**src/rtl/phy_reg_write_scheduler.sv**
```systemverilog
// Write-side front end for the physical register file: queues producer results and drains them onto the write ports.
// Optional stall counter output (stallCycles) is enabled by defining PHY_REG_WRITE_STALL_STATS_EN.
module phy_reg_write_scheduler #(
    parameter int ENTRY_NUM   = 64,
    parameter int DATA_WIDTH  = 32,
    parameter int SRC_NUM     = 4,
    parameter int WRITE_NUM   = 2,
    parameter int QUEUE_DEPTH = 8,
    localparam int IDX = $clog2(ENTRY_NUM),
    localparam int QW  = $clog2(QUEUE_DEPTH),
    localparam int CW  = QW + 1,
    localparam int VW  = DATA_WIDTH + 1
) (
    input  logic                          clk,
    input  logic                          rst,
    input  logic                          initStart,
    output logic                          initBusy,
    input  logic [SRC_NUM-1:0]            srcValid,
    input  logic [SRC_NUM*IDX-1:0]        srcRegNum,
    input  logic [SRC_NUM*DATA_WIDTH-1:0] srcData,
    output logic                          inReady,
    output logic [WRITE_NUM-1:0]          we,
    output logic [WRITE_NUM*IDX-1:0]      wa,
    output logic [WRITE_NUM*VW-1:0]       wv,
    output logic [CW-1:0]                 pendingCount
`ifdef PHY_REG_WRITE_STALL_STATS_EN
    ,
    output logic [31:0]                   stallCycles
`endif
);

    localparam int SW = IDX + 1;

    typedef enum logic {
        CLEAR,
        IDLE
    } stateT;

    stateT           stateReg;
    logic [SW-1:0]   idxReg;
    logic [QW-1:0]   headReg;
    logic [QW-1:0]   tailReg;
    logic [CW-1:0]   countReg;

    logic [IDX-1:0]        qAddr [QUEUE_DEPTH];
    logic [DATA_WIDTH-1:0] qData [QUEUE_DEPTH];

    logic [QW-1:0]         candPtr  [WRITE_NUM];
    logic [IDX-1:0]        candAddr [WRITE_NUM];
    logic [DATA_WIDTH-1:0] candData [WRITE_NUM];

    logic [WRITE_NUM-1:0]  issue;
    logic [CW-1:0]         deqCount;
    logic                  drainBlocked;

    logic [QW-1:0]         laneSlot [SRC_NUM];
    logic [CW-1:0]         enqCount;
    logic                  enqEn;
    logic [CW-1:0]         enqAccepted;

    assign initBusy     = (stateReg == CLEAR);
    assign inReady      = (stateReg == IDLE) && ((CW'(QUEUE_DEPTH) - countReg) >= CW'(SRC_NUM));
    assign pendingCount = countReg;

    assign enqEn       = inReady && !initStart;
    assign enqAccepted = enqEn ? enqCount : '0;

    // Drain candidates are the oldest WRITE_NUM slots starting at head.
    for (genvar gi = 0; gi < WRITE_NUM; gi++) begin : gCand
        assign candPtr[gi]  = headReg + QW'(gi);
        assign candAddr[gi] = qAddr[candPtr[gi]];
        assign candData[gi] = qData[candPtr[gi]];
    end

    // Issue a prefix of the candidates, stopping at the first address repeated within the group.
    always_comb begin
        issue        = '0;
        deqCount     = '0;
        drainBlocked = 1'b0;
        if (stateReg == IDLE && !initStart) begin
            for (int k = 0; k < WRITE_NUM; k++) begin
                if (CW'(k) >= countReg) begin
                    drainBlocked = 1'b1;
                end
                for (int j = 0; j < k; j++) begin
                    if (candAddr[j] == candAddr[k]) begin
                        drainBlocked = 1'b1;
                    end
                end
                if (!drainBlocked) begin
                    issue[k] = 1'b1;
                    deqCount = deqCount + CW'(1);
                end
            end
        end
    end

    // Valid lanes are packed in ascending lane order starting at tail.
    always_comb begin
        enqCount = '0;
        for (int l = 0; l < SRC_NUM; l++) begin
            laneSlot[l] = tailReg + QW'(enqCount);
            if (srcValid[l]) begin
                enqCount = enqCount + CW'(1);
            end
        end
    end

    always_ff @(posedge clk) begin
        if (enqEn) begin
            for (int l = 0; l < SRC_NUM; l++) begin
                if (srcValid[l]) begin
                    qAddr[laneSlot[l]] <= srcRegNum[l*IDX +: IDX];
                    qData[laneSlot[l]] <= srcData[l*DATA_WIDTH +: DATA_WIDTH];
                end
            end
        end
    end

    always_ff @(posedge clk or posedge rst) begin
        if (rst) begin
            stateReg <= CLEAR;
            idxReg   <= '0;
            headReg  <= '0;
            tailReg  <= '0;
            countReg <= '0;
            we       <= '0;
            wa       <= '0;
            wv       <= '0;
        end else if (initStart) begin
            // Queued results are discarded; the sweep restarts on the next cycle.
            stateReg <= CLEAR;
            idxReg   <= '0;
            headReg  <= '0;
            tailReg  <= '0;
            countReg <= '0;
            we       <= '0;
        end else if (stateReg == CLEAR) begin
            for (int i = 0; i < WRITE_NUM; i++) begin
                we[i]              <= (int'(idxReg) + i) < ENTRY_NUM;
                wa[i*IDX +: IDX]   <= IDX'(int'(idxReg) + i);
                wv[i*VW +: VW]     <= {1'b1, {DATA_WIDTH{1'b0}}};
            end
            idxReg <= idxReg + SW'(WRITE_NUM);
            if ((int'(idxReg) + WRITE_NUM) >= ENTRY_NUM) begin
                stateReg <= IDLE;
            end
        end else begin
            for (int k = 0; k < WRITE_NUM; k++) begin
                we[k] <= issue[k];
                if (issue[k]) begin
                    wa[k*IDX +: IDX] <= candAddr[k];
                    wv[k*VW +: VW]   <= {1'b1, candData[k]};
                end
            end
            headReg  <= headReg + QW'(deqCount);
            tailReg  <= tailReg + QW'(enqAccepted);
            countReg <= countReg + enqAccepted - deqCount;
        end
    end

`ifdef PHY_REG_WRITE_STALL_STATS_EN
    always_ff @(posedge clk or posedge rst) begin
        if (rst) begin
            stallCycles <= '0;
        end else if (initStart) begin
            stallCycles <= '0;
        end else if (stateReg == IDLE && (|srcValid) && !inReady && stallCycles != 32'hFFFF_FFFF) begin
            stallCycles <= stallCycles + 32'd1;
        end
    end
`endif

endmodule

```
**config.mk**
```make
export PLATFORM = sky130hd
export DESIGN_NAME = phy_reg_write_scheduler
export DESIGN_NICKNAME = d
export VERILOG_FILES = /design/src/rtl/phy_reg_write_scheduler.sv
export SDC_FILE = /design/constraint.sdc
export NUM_CORES = 2
export LEC_CHECK = 0
export CAP_MARGIN = 20
export CORE_MARGIN = 2
export CORE_UTILIZATION = 40
export CTS_CLUSTER_DIAMETER = 30
export DETAILED_ROUTE_END_ITERATION = 16
export PLACE_DENSITY_LB_ADDON = 0.05
export SYNTH_ARGS = -nofsm -noshare
export SYNTH_HDL_FRONTEND = slang
export SYNTH_SLANG_ARGS = --single-unit
export TNS_END_PERCENT = 5
```
**constraint.sdc**
```tcl
create_clock -name clk -period 6.2 [get_ports clk]
set_input_delay 0.62 -clock clk [delete_from_list [all_inputs] [get_ports clk]]
set_output_delay 0.62 -clock clk [all_outputs]
set_load 0.02 [all_outputs]
```
==> results.cfg <==
; physical design summary
[run]
cap_violations = 0

[min_path]
hold_class = input port to asynchronous set/reset pin

[clock_network]
cts_setup_buffers = 0
clkTransAtPathRegs_ns = 0.05
post_cts_resized = 0

[timing]
period_needed_ns = 5.37
hold_viol_final = 0
whs_ns = 0.190
finalWorstSetupSlack_ns = 0.833

[synth]
ys_chip_area_mm2 = 0.0285
synth_area_leader_cell = edfxtp_1
synth-xor-area-share_pct = 1.26
synth_top_area_share_pct = 32.0
ys_cells = 2578
synthTopLogicFamily = multiplexers

[worst_setup_path]
crit_path_end_kind = register
cp-start-kind = register
cp-startpoint = headReg[0]
cpMaxStageDelayCell = dfrtp_4
critPathMaxStageDelay_ns = 0.66

[power]
power_leader = clock
powerDensity_mw_per_mm2 = 277
combPwrFrac_pct = 5.3

[global_route]
grt_overflow = 0
grt_pass1_vias = 22700

[finish]
logic_gates = 1825
fin_cells = 3713
buffers = 301
area_growth_pct = 25.6
layout_top_cell = mux2i_1
clk_share_pct = 12.0
comb_share_pct = 43.8

[run_status]
outcome = complete, no violations

[detailed_routing]
antenna_left = 0
drt_iter0_drc = 2043

[placement]
hpwl_mm = 61.3
placed_cell_area_mm2 = 0.0315

[floorplanning]
floorplan.io_pins = 245
worst paths after layout:
check	end	slack, ns
max	pendingCount[3]	0.83
min	wv[57]	0.19
max reg2reg	pendingCount[3]	0.83
min reg2reg	wv[32]	0.47
max in group asynchronous	headReg[1]	4.95
min in group clk	wv[32]	0.47
synthesized netlist by cell type (26+ instances only):
| library cell | count |
|---|---|
| mux2i_1 | 385 |
| edfxtp_1 | 304 |
| nor2_1 | 230 |
| nand2_1 | 215 |
| clkbuf_1 | 210 |
| a211oi_1 | 195 |
| a21o_1 | 192 |
| o21ai_0 | 169 |
| mux4_2 | 145 |
| mux2_2 | 116 |
| dfrtp_1 | 97 |
| buf_1 | 39 |
| clkbuf_2 | 39 |
| buf_2 | 32 |
| xnor2_1 | 26 |
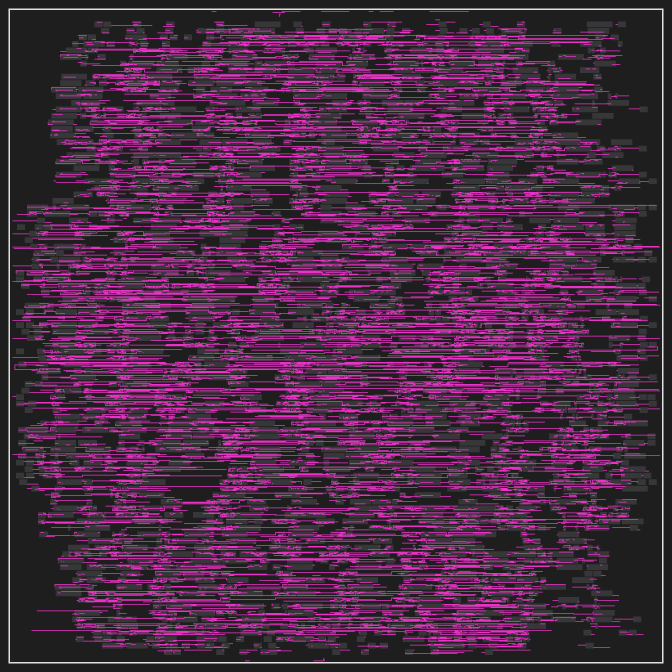
*Metal 1*
Cells faint in the background.
main direction: horizontal
nets with wire on the layer: 2647
share of all routed wire: 44%
longest straight run: 67.6 um

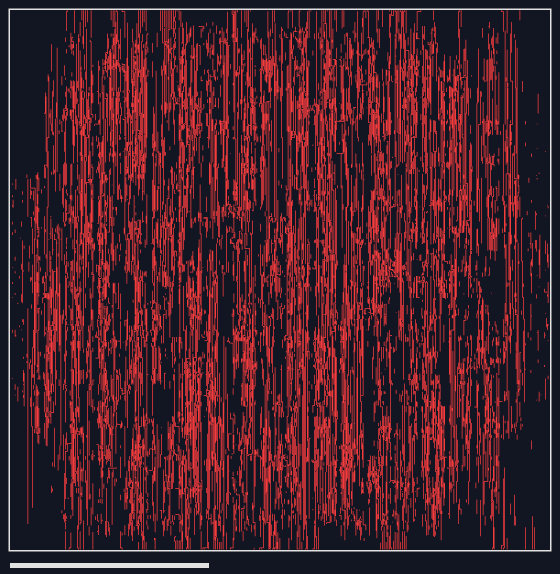
*Met2 routing*
The bar under the picture is 100 um long.
wire length on this layer: 49.2 mm
nets with wire on the layer: 2313
longest straight run: 115 um
share of all routed wire: 47%
main direction: vertical

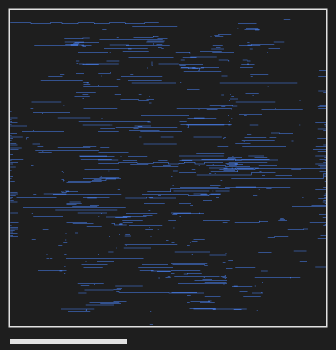
*Metal 3*
The bar under the picture is 100 um long.
wire length on this layer: 6730 um
longest straight run: 87.9 um
main direction: horizontal
share of all routed wire: 6.4%
via count: 22.5k
met3 usage: 4.54%
WL final: 105 mm

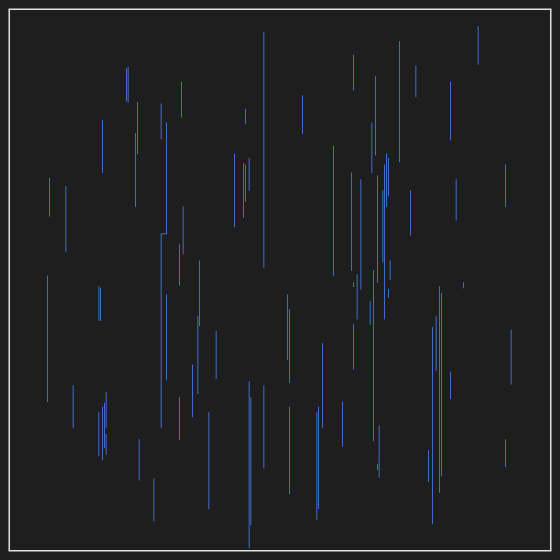
*M4 wires*
nets with wire on the layer: 44
wire length on this layer: 2850 um

